**config.mk**
```make
export PLATFORM = sky130hd
export DESIGN_NAME = line_mem_engine_flat
export DESIGN_NICKNAME = d
export VERILOG_FILES = /design/src/rtl/line_mem_engine_if.sv /design/src/rtl/line_mem_engine.sv /design/src/flat_wrapper.sv
export SDC_FILE = /design/constraint.sdc
export NUM_CORES = 1
export LEC_CHECK = 0
export CORE_MARGIN = 10
export CORE_UTILIZATION = 30
export CTS_CLUSTER_SIZE = 30
export DETAILED_ROUTE_END_ITERATION = 16
export GPL_TIMING_DRIVEN = 0
export PLACE_DENSITY = 0.63
export SLEW_MARGIN = 20
export SYNTH_ARGS = -nofsm -noshare
export SYNTH_HDL_FRONTEND = slang
export SYNTH_SLANG_ARGS = --single-unit
```
**constraint.sdc**
```tcl
create_clock -name clk -period 3.9 [get_ports clk]
set_input_delay 0.78 -clock clk [delete_from_list [all_inputs] [get_ports clk]]
set_output_delay 0.78 -clock clk [all_outputs]
set_load 0.05 [all_outputs]
```
**src/rtl/line_mem_engine_if.sv**
```systemverilog
`default_nettype none
// ============================================================================
// Module      : line_mem_engine_if
// Description : Bundle of the line-request / line-response handshake and the
//               word-wide data-memory opcode port used by line_mem_engine.
//               slave  : engine view (accepts requests, drives memory port)
//               master : L2 + data-memory view (issues requests, serves words)
// Ports       : req_valid/req_ready/req_write/req_line_addr/req_wdata,
//               resp_valid/resp_ready/resp_rdata,
//               opcode_out/addr_out/data_to_dmem/data_from_dmem
// Revision    : 1.0 - initial release
// ============================================================================
interface line_mem_engine_if #(
    parameter int WORDS_PER_LINE = 4,
    parameter int LINE_BITS      = 32 * WORDS_PER_LINE
);
    logic                 req_valid;
    logic                 req_ready;
    logic                 req_write;
    logic [31:0]          req_line_addr;
    logic [LINE_BITS-1:0] req_wdata;
    logic                 resp_valid;
    logic                 resp_ready;
    logic [LINE_BITS-1:0] resp_rdata;
    logic [6:0]           opcode_out;
    logic [31:0]          addr_out;
    logic [31:0]          data_to_dmem;
    logic [31:0]          data_from_dmem;

    modport slave (
        input  req_valid, req_write, req_line_addr, req_wdata,
        input  resp_ready, data_from_dmem,
        output req_ready, resp_valid, resp_rdata,
        output opcode_out, addr_out, data_to_dmem
    );

    modport master (
        output req_valid, req_write, req_line_addr, req_wdata,
        output resp_ready, data_from_dmem,
        input  req_ready, resp_valid, resp_rdata,
        input  opcode_out, addr_out, data_to_dmem
    );
endinterface
`default_nettype wire

```
**src/rtl/line_mem_engine.sv**
```systemverilog
`default_nettype none
// ============================================================================
// Module      : line_mem_engine
// Description : Cache-line transfer initiator. Accepts one line request from
//               L2 (refill or writeback), issues one load/store opcode per
//               cycle to the word-wide data memory in ascending address
//               order, gathers load data and returns the line on a
//               valid/ready response.
// Ports       : clk   - system clock, all state changes on posedge
//               reset - asynchronous active-low reset
//               bus   - line_mem_engine_if.slave (request, response and
//                       data-memory opcode port)
// Revision    : 1.0 - initial release
// ============================================================================
module line_mem_engine #(
    parameter int WORDS_PER_LINE = 4,
    parameter int LINE_BITS      = 32 * WORDS_PER_LINE
) (
    input  logic             clk,
    input  logic             reset,
    line_mem_engine_if.slave bus
);
    localparam int c_cnt_w = $clog2(WORDS_PER_LINE);
    localparam int c_off_w = c_cnt_w + 2;

    // Clears the byte/word offset so the base is line-aligned.
    localparam logic [31:0]        c_base_mask = ~((32'd1 << c_off_w) - 32'd1);
    localparam logic [c_cnt_w-1:0] c_last_cnt  = c_cnt_w'(WORDS_PER_LINE - 1);

    localparam logic [6:0] c_op_idle  = 7'b0000000;
    localparam logic [6:0] c_op_load  = 7'b0000011;
    localparam logic [6:0] c_op_store = 7'b0100011;

    localparam logic [1:0] c_st_idle = 2'd0;
    localparam logic [1:0] c_st_xfer = 2'd1;
    localparam logic [1:0] c_st_resp = 2'd2;

    logic [1:0]           r_state;
    logic [c_cnt_w-1:0]   r_cnt;
    logic                 r_write;
    logic [31:0]          r_base;
    logic [LINE_BITS-1:0] r_wdata;
    logic [31:0]          r_rdata_words [WORDS_PER_LINE];
    logic [31:0]          w_wdata_words [WORDS_PER_LINE];

    // Word views of the latched store line and the collected load line.
    for (genvar gi = 0; gi < WORDS_PER_LINE; gi++) begin : g_words
        assign w_wdata_words[gi]          = r_wdata[32*gi +: 32];
        assign bus.resp_rdata[32*gi +: 32] = r_rdata_words[gi];
    end

    always_ff @(posedge clk or negedge reset) begin
        if (!reset) begin
            r_state <= c_st_idle;
            r_cnt   <= '0;
            r_write <= 1'b0;
            r_base  <= '0;
            r_wdata <= '0;
            for (int i = 0; i < WORDS_PER_LINE; i++) begin
                r_rdata_words[i] <= '0;
            end
        end else begin
            case (r_state)
                c_st_idle: begin
                    if (bus.req_valid) begin
                        r_write <= bus.req_write;
                        r_base  <= bus.req_line_addr & c_base_mask;
                        r_wdata <= bus.req_wdata;
                        r_cnt   <= '0;
                        r_state <= c_st_xfer;
                    end
                end
                c_st_xfer: begin
                    // Memory returns load data combinationally within the
                    // cycle, so it is captured at the edge closing the cycle.
                    if (!r_write) begin
                        r_rdata_words[r_cnt] <= bus.data_from_dmem;
                    end
                    if (r_cnt == c_last_cnt) begin
                        r_cnt   <= '0;
                        r_state <= c_st_resp;
                    end else begin
                        r_cnt <= r_cnt + 1'b1;
                    end
                end
                c_st_resp: begin
                    if (bus.resp_ready) begin
                        r_state <= c_st_idle;
                    end
                end
                default: r_state <= c_st_idle;
            endcase
        end
    end

    // All outputs are decoded from registered state only, so they are stable
    // for the whole cycle including the negedge at which memory stores.
    always_comb begin
        bus.req_ready    = 1'b0;
        bus.resp_valid   = 1'b0;
        bus.opcode_out   = c_op_idle;
        bus.addr_out     = '0;
        bus.data_to_dmem = '0;
        case (r_state)
            c_st_idle: bus.req_ready = 1'b1;
            c_st_xfer: begin
                bus.opcode_out   = r_write ? c_op_store : c_op_load;
                bus.addr_out     = r_base + (32'(r_cnt) << 2);
                bus.data_to_dmem = r_write ? w_wdata_words[r_cnt] : 32'd0;
            end
            c_st_resp: bus.resp_valid = 1'b1;
            default: ;
        endcase
    end
endmodule
`default_nettype wire

```
**src/flat_wrapper.sv**
```systemverilog
// flat-port wrapper written by rule: the top's interface ports become plain ports
module line_mem_engine_flat 
#(
    parameter int WORDS_PER_LINE = 4,
    parameter int LINE_BITS      = 32 * WORDS_PER_LINE
)
  (clk, reset, bus_req_valid, bus_req_write, bus_req_line_addr, bus_req_wdata, bus_resp_ready, bus_data_from_dmem, bus_req_ready, bus_resp_valid, bus_resp_rdata, bus_opcode_out, bus_addr_out, bus_data_to_dmem);
  line_mem_engine_if #(.WORDS_PER_LINE(WORDS_PER_LINE), .LINE_BITS(LINE_BITS)) bus_i ();
  input  logic clk;
  input  logic reset;
  input wire logic [$bits(bus_i.req_valid)-1:0] bus_req_valid;
  input wire logic [$bits(bus_i.req_write)-1:0] bus_req_write;
  input wire logic [$bits(bus_i.req_line_addr)-1:0] bus_req_line_addr;
  input wire logic [$bits(bus_i.req_wdata)-1:0] bus_req_wdata;
  input wire logic [$bits(bus_i.resp_ready)-1:0] bus_resp_ready;
  input wire logic [$bits(bus_i.data_from_dmem)-1:0] bus_data_from_dmem;
  output wire logic [$bits(bus_i.req_ready)-1:0] bus_req_ready;
  output wire logic [$bits(bus_i.resp_valid)-1:0] bus_resp_valid;
  output wire logic [$bits(bus_i.resp_rdata)-1:0] bus_resp_rdata;
  output wire logic [$bits(bus_i.opcode_out)-1:0] bus_opcode_out;
  output wire logic [$bits(bus_i.addr_out)-1:0] bus_addr_out;
  output wire logic [$bits(bus_i.data_to_dmem)-1:0] bus_data_to_dmem;
  assign bus_i.req_valid = bus_req_valid;
  assign bus_i.req_write = bus_req_write;
  assign bus_i.req_line_addr = bus_req_line_addr;
  assign bus_i.req_wdata = bus_req_wdata;
  assign bus_i.resp_ready = bus_resp_ready;
  assign bus_i.data_from_dmem = bus_data_from_dmem;
  assign bus_req_ready = bus_i.req_ready;
  assign bus_resp_valid = bus_i.resp_valid;
  assign bus_resp_rdata = bus_i.resp_rdata;
  assign bus_opcode_out = bus_i.opcode_out;
  assign bus_addr_out = bus_i.addr_out;
  assign bus_data_to_dmem = bus_i.data_to_dmem;
  line_mem_engine #(.WORDS_PER_LINE(WORDS_PER_LINE), .LINE_BITS(LINE_BITS)) u_core (.clk(clk), .reset(reset), .bus(bus_i));
endmodule
```
### Cell area per tile, run 1

22 x 22 tiles, from white (low) to dark blue (high), 0 to 100% covered.
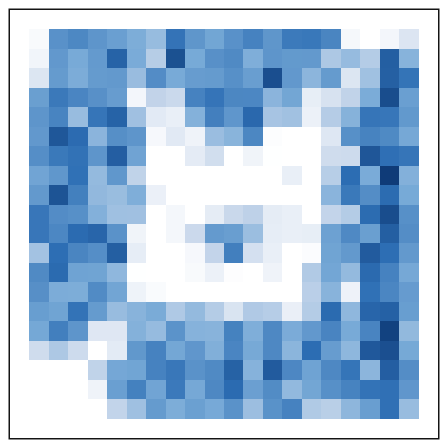
The emptiest ninth of the die: center. 7.9% of the tiles are over 75% full. The mean over all tiles is 35%. 29% of the tiles are nearly empty. The fullest tile reaches 96%.
Core Area: 39700 um^2
Final Util: 45.0%

### Metal 1, run 1

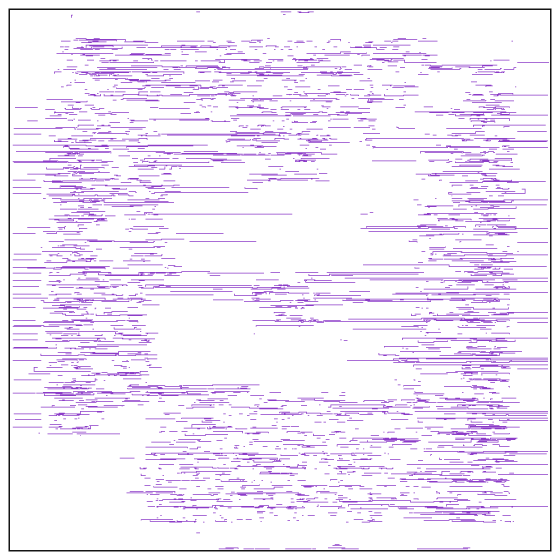
The wires run mostly horizontal. 1263 nets have wire on it.
GR Util met1: 18.3%
vias: 8040
WL final: 37.9 mm

==> impl_metrics.tcl, run 1 <==
# implementation run metrics
set metrics [dict create \
    crit_required_ns 3.12 \
    common_cells "dfrtp_1, mux2_2, mux2_1" \
    post-route-drc-count 0 \
    area_growth_syn_to_layout_pct 48.0 \
    dp_hpwl_mm 29.1 \
    switching_share_pct 44.0 \
    crit_path_max_incr_delay_ns 0.57 \
    nNetsFinal 1420 \
    relSlewSlack_pct 49.1 \
    start_kind "flip-flop" \
    fp_util_pct 30.4 \
    period_used_pct 94.7 \
    cts_resized 41 \
    yosys-top-cells-area "dfrtp_1, mux2_2, mux2_1, mux2i_1, o22ai_1" \
    r2r_end "u_core.bus.resp_rdata[67]$_DFFE_PN0P_" \
    ff_type "dfrtp_1" \
    die_w_um 221 \
    openroad.warnings 33 \
    clock_power_share_pct 18.1 \
    pre_cts_slack_ns 0.304 \
    final_common_cell "clkdlybuf4s50_1" \
    p_per_area_nw_per_um2 1040 \
    yosysUniqueCellTypes 26 \
    chipArea_um2 48700 \
    placedCellCount 1707 \
    syn_inst 787 \
    finalSetupViolations 0 \
    max_freq_mhz 271 \
    edf_count 0 \
    cp_top_family "buffers and inverters" \
    dpl_cell_area_um2 16700 \
    switchingPower_mw 8.18 \
    wl_per_cell_um 21.4 \
    critPathLaunch "u_core.r_cnt[0]$_DFFE_PN0P_" \
    reg2reg_depth 9 \
    final-hold-violation-count 0 \
    cpMaxStageDelayCell "dlygate4sd2_1" \
    clock_skew_ns 0.0182 \
    grtUsageTotal_pct 15.2 \
    synth_seq_share_pct 59.9 \
    grt.overflow.total 0 \
    top_cell_area_share_pct 59.9 \
    top_usage_layer "met2" \
    numCtsBuffers 35 \
    leakage_nw 7.65 \
    portBuffers 387 \
    yosysWarnings 0 \
    status "finished, final reports clean" \
    grt_max_degree 92 \
    tightest_slew_ns 0.760 \
    ys_chip_area_um2 12100 \
    grt_pass1_vias 8847 \
    cts.sinks 289 \
    crit_path_frequent_cell "buf_2" \
]
### Placement view, run 1

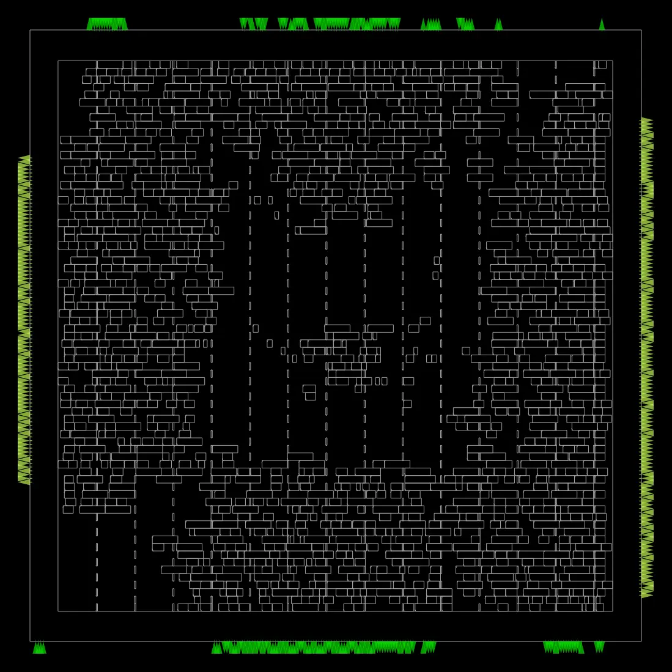
final non-filler cell total: 1770
Fill cells: 3660

run 1: through the flow:
step / util, % / setup TNS [ns]
after CTS: 45.0 / 0
final: 45.0 / 0
after global routing: 45.0 / 0
after global placement: 41.8 / -3132.11
after floorplan: - / 0
after detailed placement: 42.0 / 0
run 1: power by group through the flow:
stage                     registers (mW)  logic, mW  clock network [mW]
after floorplan                     7.54       4.45                   0
after CTS                           5.33       10.1                3.48
after global placement              5.34       10.1                   0
final                               5.31       9.93                3.37
after detailed placement            5.38       10.2                   0
after global routing                5.51       10.5                3.61
run 1: cells by family (layout without fill, tap and decap cells):
| group | count (synthesis) | after routing | share of synthesized area, % |
|---|---|---|---|
| muxes | 349 | 349 | 31.9 |
| DFF | 289 | 289 | 59.9 |
| buffers and inverters | 65 | 517 | 3.33 |
| and+or+nand+nor | 43 | 43 | 2.49 |
| AOI/OAI and AO/OA | 36 | 36 | 1.92 |
| adders and majority gates | 4 | 4 | 0.415 |
| other | 1 | 7 | 0.0311 |
run 1: layout make-up:
| class | count | area (um^2) |
|---|---|---|
| Buffer | 61 | 393 |
| Multi-Input combinational cell | 438 | 4450 |
| Tap cell | 525 | 657 |
| Antenna cell | 1 | 2.50 |
| Timing Repair Buffer | 390 | 3910 |
| Inverter | 4 | 15.0 |
| Sequential cell | 289 | 7230 |
| Clock inverter | 10 | 131 |
| Fill cell | 3660 | 21900 |
| Clock buffer | 52 | 1070 |
run 1: metal layers:
| layer | vias up | share of wire [%] |
|---|---|---|
| met5 | - | 0.15 |
| met4 | 8 | 1.8 |
| met3 | 53 | 9.2 |
| met2 | 264 | 47 |
| met1 | 4043 | 42 |
| li1 | 3672 | - |
==> inputs of run 2 (changes only) <==
- CTS_BUF_LIST: not set -> sky130_fd_sc_hd__clkbuf_8
### Sequential cells colored by netlist name, run 2

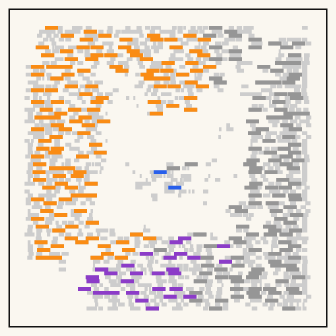
Purple stands for u_core.r_base, placed flops 28, where bottom center. Orange stands for u_core.r_wdata, placed flops 128. Blue stands for u_core.r_cnt, placed flops 2.
Another 131 sequential cells are not colored.
total sequential power: 5.31 mW
Seq area share: 40.9%
register area: 7230 um^2
Final Util: 44.6%

==> run 2 against run 1 <==
Worst setup slack improved by 0.012 ns. Power decreased by 2.8%. Hold slack worse by 0.075 ns. Non-clock buffer count did not move. Die area stayed put. Register-to-register slack improved by 0.03 ns. Maximum frequency is 0.33% higher. Clock power shrank 14%. Critical endpoint is now bus_addr_out[20]. Largest cell class unchanged. Critical path depth is the same. Sequential share of layout area grew 0.37 points. Cell area fell by 0.90%. Global-route usage increased by 0.088 points.
==> impl_metrics.tcl, run 2 <==
# implementation run metrics
set metrics [dict create \
    clock_area_share_pct 5.99 \
    tightest_slew_ns 0.779 \
    nonClkBufAreaFrac_pct 24.2 \
    crit_path_max_incr_delay_ns 0.82 \
    setup_tns_ns 0 \
    period_used_pct 94.4 \
    clock_skew_ns 0.0168 \
    comb_area_share_pct 25.2 \
    grtUsageTotal_pct 15.3 \
    status "finished, final reports clean" \
    dp_hpwl_mm 29.1 \
    cts.sinks 289 \
    placedCellCount 1707 \
    yosys-top-cells-area "dfrtp_1, mux2_2, mux2_1, mux2i_1, o22ai_1" \
    top_cell_area_share_pct 59.9 \
    area_growth_syn_to_layout_pct 46.7 \
    max_freq_mhz 272 \
    p_per_area_nw_per_um2 1020 \
    crit_required_ns 3.12 \
    nNetsFinal 1436 \
    wl_per_cell_um 21.1 \
    dpl_cell_area_um2 16700 \
    antenna_cells 1 \
    start_kind "flip-flop" \
    grt.overflow.total 0 \
    core_um2 39700 \
    comb_cells 438 \
    relSlewSlack_pct 47.8 \
    syn_inst 787 \
    pre_cts_slack_ns 0.304 \
    portBuffers 387 \
    n_fill_cell 3714 \
    ff_type "dfrtp_1" \
    fp_util_pct 30.4 \
    final-comb-area_um2 4450 \
    edf_count 0 \
    chipArea_um2 48700 \
    cp_top_family "buffers and inverters" \
    post_layout_nonfiller_instances 1801 \
    grt_pass1_vias 8971 \
    xor_share_pct 0 \
    compound_area_share_pct 1.92 \
    taps 525 \
    ys_sh_mux_pct 31.9 \
    adder_share_pct 0.415 \
    dominant_cells "registers" \
    leakage_nw 7.68 \
]
### Signal wires on met2, run 2

Cells faint in the background.
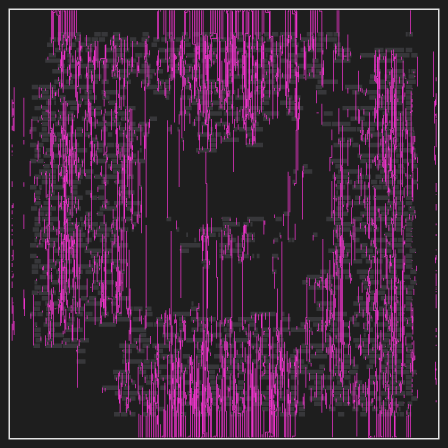
The longest straight run is 91.5 um. 1339 nets have wire on it. The wires run mostly vertical.
met2 Use GR: 25.1%
vias: 8134
WL final: 38.1 mm

## run 2: cell counts after synthesis
Identical to the previous run, type by type.
## run 2: repair_timing
item / 4_1_cts / 5_1_grt
setup endpoints to repair: 63 / 16
gates cloned: 0 / 0
gates resized: 63 / 17
## run 2: logic make-up (layout without fill, tap and decap cells)
| logic type | count (synthesis) | count (layout) |
|---|---|---|
| buffers and inverters | 65 | 548 |
| AND/OR/NAND/NOR | 43 | 43 |
| adder cells (fa/ha/maj) | 4 | 4 |
| AND-OR/OR-AND | 36 | 36 |
| flip-flops | 289 | 289 |
| other | 1 | 7 |
| multiplexers | 349 | 349 |
## run 2: power by group
part	switching (mW)	internal (mW)	leakage [nW]
clock network	1.27	1.62	0.625
logic	6.14	3.75	3.62
registers	0.767	4.54	3.43
total	8.17	9.91	7.68
## run 2: worst paths after layout
| kind | from | to | slack [ns] | cells after the start |
|---|---|---|---|---|
| min | reset | u_core.bus.resp_rdata[3]$_DFFE_PN0P_ | 0.06 | 1 |
| min in group clk | u_core.r_wdata[68]$_DFFE_PN0P_ | u_core.r_wdata[68]$_DFFE_PN0P_ | 0.48 | 1 |
| max reg2reg | u_core.r_cnt[0]$_DFFE_PN0P_ | u_core.bus.resp_rdata[74]$_DFFE_PN0P_ | 0.92 | 9 |
| max | u_core.r_state[0]$_DFFE_PN0P_ | bus_addr_out[20] | 0.22 | 6 |
| min reg2reg | u_core.r_wdata[68]$_DFFE_PN0P_ | u_core.r_wdata[68]$_DFFE_PN0P_ | 0.48 | 1 |
| max in group asynchronous | reset | u_core.r_base[23]$_DFFE_PN0P_ | 2.66 | 3 |
## run 2: per-layer routing
layer	track usage, %	vias up	share of wire [%]
li1	-	3710	-
met1	18.2	4075	41
met2	25.1	283	47
met3	6.45	58	10
met4	3.65	8	1.5
met5	0	-	0.15
==> inputs of run 3 (changes only) <==
- ABC_AREA: not set -> 0
### Placement view, run 3

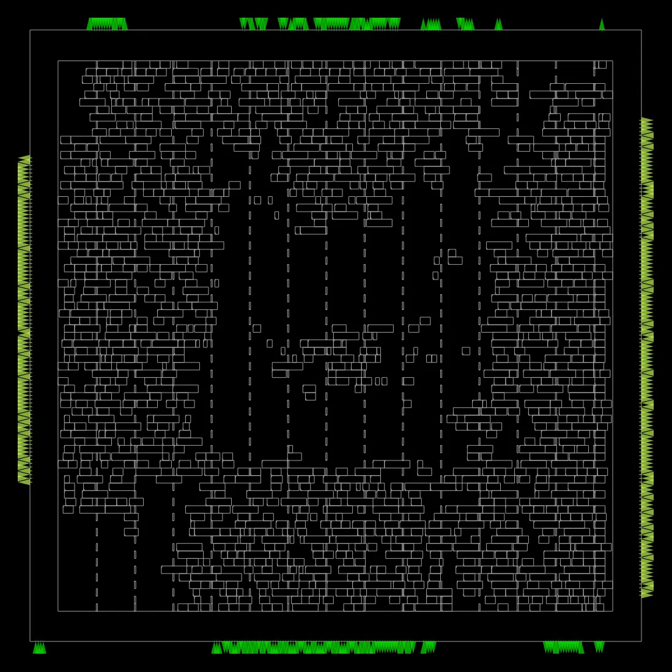
Fill cells: 3714
Seq cells: 289

==> run 3 against run 2 <==
Sequential share of layout area stayed put. Sequential power about the same. Clock-buffer cell count stayed put. Clock skew stayed put. Via count is the same. Die area is the same. Routed wire length did not move. Maximum frequency did not move. Area after synthesis stayed put. Cell count stayed put. Largest cell class unchanged. Highest routed layer unchanged.
==> impl_metrics.tcl, run 3 <==
# implementation run metrics
set metrics [dict create \
    post_layout_nonfiller_instances 1801 \
    grt.overflow.total 0 \
    tightest_slew_ns 0.779 \
    crit_required_ns 3.12 \
    layout-drive-gt1-share_pct 24.7 \
    crit_path_max_incr_delay_ns 0.82 \
    dpl_cell_area_um2 16700 \
    period_needed_ns 3.68 \
    max_freq_mhz 272 \
    top_cell_area_share_pct 59.9 \
    cts.sinks 289 \
    nNetsFinal 1436 \
    grtUsageTotal_pct 15.3 \
    seq_power_share_pct 29.4 \
    critical_path_buf_inv_count 4 \
    powerComb_mw 9.88 \
    pre_cts_slack_ns 0.304 \
    clock_skew_ns 0.0168 \
    final_antenna_net_count 0 \
    reg2reg_depth 9 \
    combPwrFrac_pct 54.7 \
    post-route-drc-count 0 \
    finalPower_mw 18.1 \
    dp_hpwl_mm 29.1 \
    switchingPower_mw 8.17 \
    max-cap-violations 0 \
    endpoint_kind "primary output" \
    syn_area_um2 12100 \
    grt_use_met3_pct 6.45 \
    top_cell "dfrtp_1" \
    yosysUniqueCellTypes 26 \
    vias_per_cell 4.52 \
    met1_usage_pct 18.2 \
    cpMaxStageDelayCell "clkdlybuf4s50_1" \
    internal_power_mw 9.91 \
    finalWorstSetupSlack_ns 0.219 \
    syn_inst 787 \
    ctsHtreeMaxLevel 2 \
    switching_share_pct 45.2 \
    clock_power_mw 2.89 \
    placedCellCount 1707 \
    yosys-top-cells-area "dfrtp_1, mux2_2, mux2_1, mux2i_1, o22ai_1" \
    ys_cells 787 \
    rsz0062_at_grt "no" \
    start_kind "flip-flop" \
    critical_path_class "reg -> out" \
    num_rows 73 \
    wirelength_mm 38.1 \
    path_depth 6 \
    period_used_pct 94.4 \
    leakage_nw 7.68 \
    grt_pass1_vias 8971 \
    top_usage_layer "met2" \
    edf_count 0 \
    synth_seq_share_pct 59.9 \
    crit_path_max_fanout 10 \
    r2r_end "u_core.bus.resp_rdata[74]$_DFFE_PN0P_" \
    relSlewSlack_pct 47.8 \
    r2r-start "u_core.r_cnt[0]$_DFFE_PN0P_" \
    maxPowerGroup "combinational logic" \
    numCtsBuffers 51 \
    via_count 8134 \
    slew_viol_final 0 \
    fp_util_pct 30.4 \
    final_common_cell "clkdlybuf4s50_1" \
    critPathLaunch "u_core.r_state[0]$_DFFE_PN0P_" \
    portBuffers 387 \
    wl_per_cell_um 21.1 \
    seq-power_mw 5.31 \
    ff_type "dfrtp_1" \
    cp_top_family "buffers and inverters" \
    status "finished, final reports clean" \
    chipArea_um2 48700 \
    grt_max_degree 92 \
    use_met2_pct 25.1 \
    grt_pass1_wl_mm 56.5 \
    fin_util_pct 44.6 \
    p_per_area_nw_per_um2 1020 \
    r2r_slack_ns 0.92 \
    insertion_delay_ns 0.60 \
    setup_tns_ns 0 \
    lay_top_cells "clkdlybuf4s50_1, dfrtp_1, mux2_2" \
    core_um2 39700 \
    whs_ns 0.0601 \
    clock_power_share_pct 16.0 \
    critical_path.endpoint "bus_addr_out[20]" \
    area_growth_syn_to_layout_pct 46.7 \
]
### Sequential cells colored by netlist name, run 3

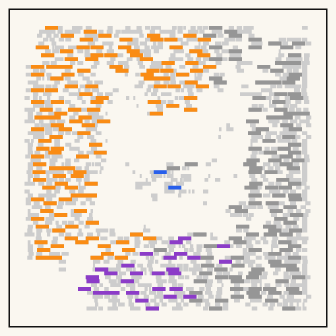
Blue stands for u_core.r_cnt, placed flops 2. Purple stands for u_core.r_base, placed flops 28, where bottom center. Orange stands for u_core.r_wdata, placed flops 128.

-- run 3: worst min path at each step --
stage                                               from                               endpoint  cells after the start  slack [ns]
after floorplan           u_core.r_wdata[30]$_DFFE_PN0P_         u_core.r_wdata[30]$_DFFE_PN0P_                      1        0.46
after global placement    u_core.r_wdata[87]$_DFFE_PN0P_         u_core.r_wdata[87]$_DFFE_PN0P_                      1        0.47
after detailed placement  u_core.r_wdata[68]$_DFFE_PN0P_         u_core.r_wdata[68]$_DFFE_PN0P_                      1        0.47
after CTS                                          reset        u_core.r_wdata[103]$_DFFE_PN0P_                      1        0.01
after global routing                               reset  u_core.bus.resp_rdata[66]$_DFFE_PN0P_                      1        0.03
final                                              reset   u_core.bus.resp_rdata[3]$_DFFE_PN0P_                      1        0.06
-- run 3: cell families after synthesis --
family	after synthesis	share of synthesized area, %
AND/OR/NAND/NOR	43	2.49
multiplexers	349	31.9
AND-OR/OR-AND	36	1.92
buffers and inverters	65	3.33
adder cells (fa/ha/maj)	4	0.415
flip-flops	289	59.9
other	1	0.0311
-- run 3: area by class of cell --
class | count | area, um^2 | area share, %
sequential | 289 | 7230 | 40.9
multi-input combinational | 438 | 4450 | 25.2
timing repair buffer | 390 | 3890 | 22.0
clock buffer | 65 | 895 | 5.05
tap | 525 | 657 | 3.71
buffer | 61 | 395 | 2.23
clock inverter | 28 | 165 | 0.933
inverter | 4 | 15.0 | 0.0848
antenna | 1 | 2.50 | 0.0141
-- run 3: repair_timing --
action,4_1_cts,5_1_grt
setup endpoints to repair,63,16
pin swaps,0,0
gates resized,63,17
-- run 3: metal layers --
metal	routed length (um)	vias to the layer above	share of wire, %
li1	-	3710	-
met1	15600	4075	41
met2	18000	283	47
met3	3820	58	10
met4	587	8	1.5
met5	58	-	0.15
Power figures rest on the tool's default switching activity, not on a simulated workload.
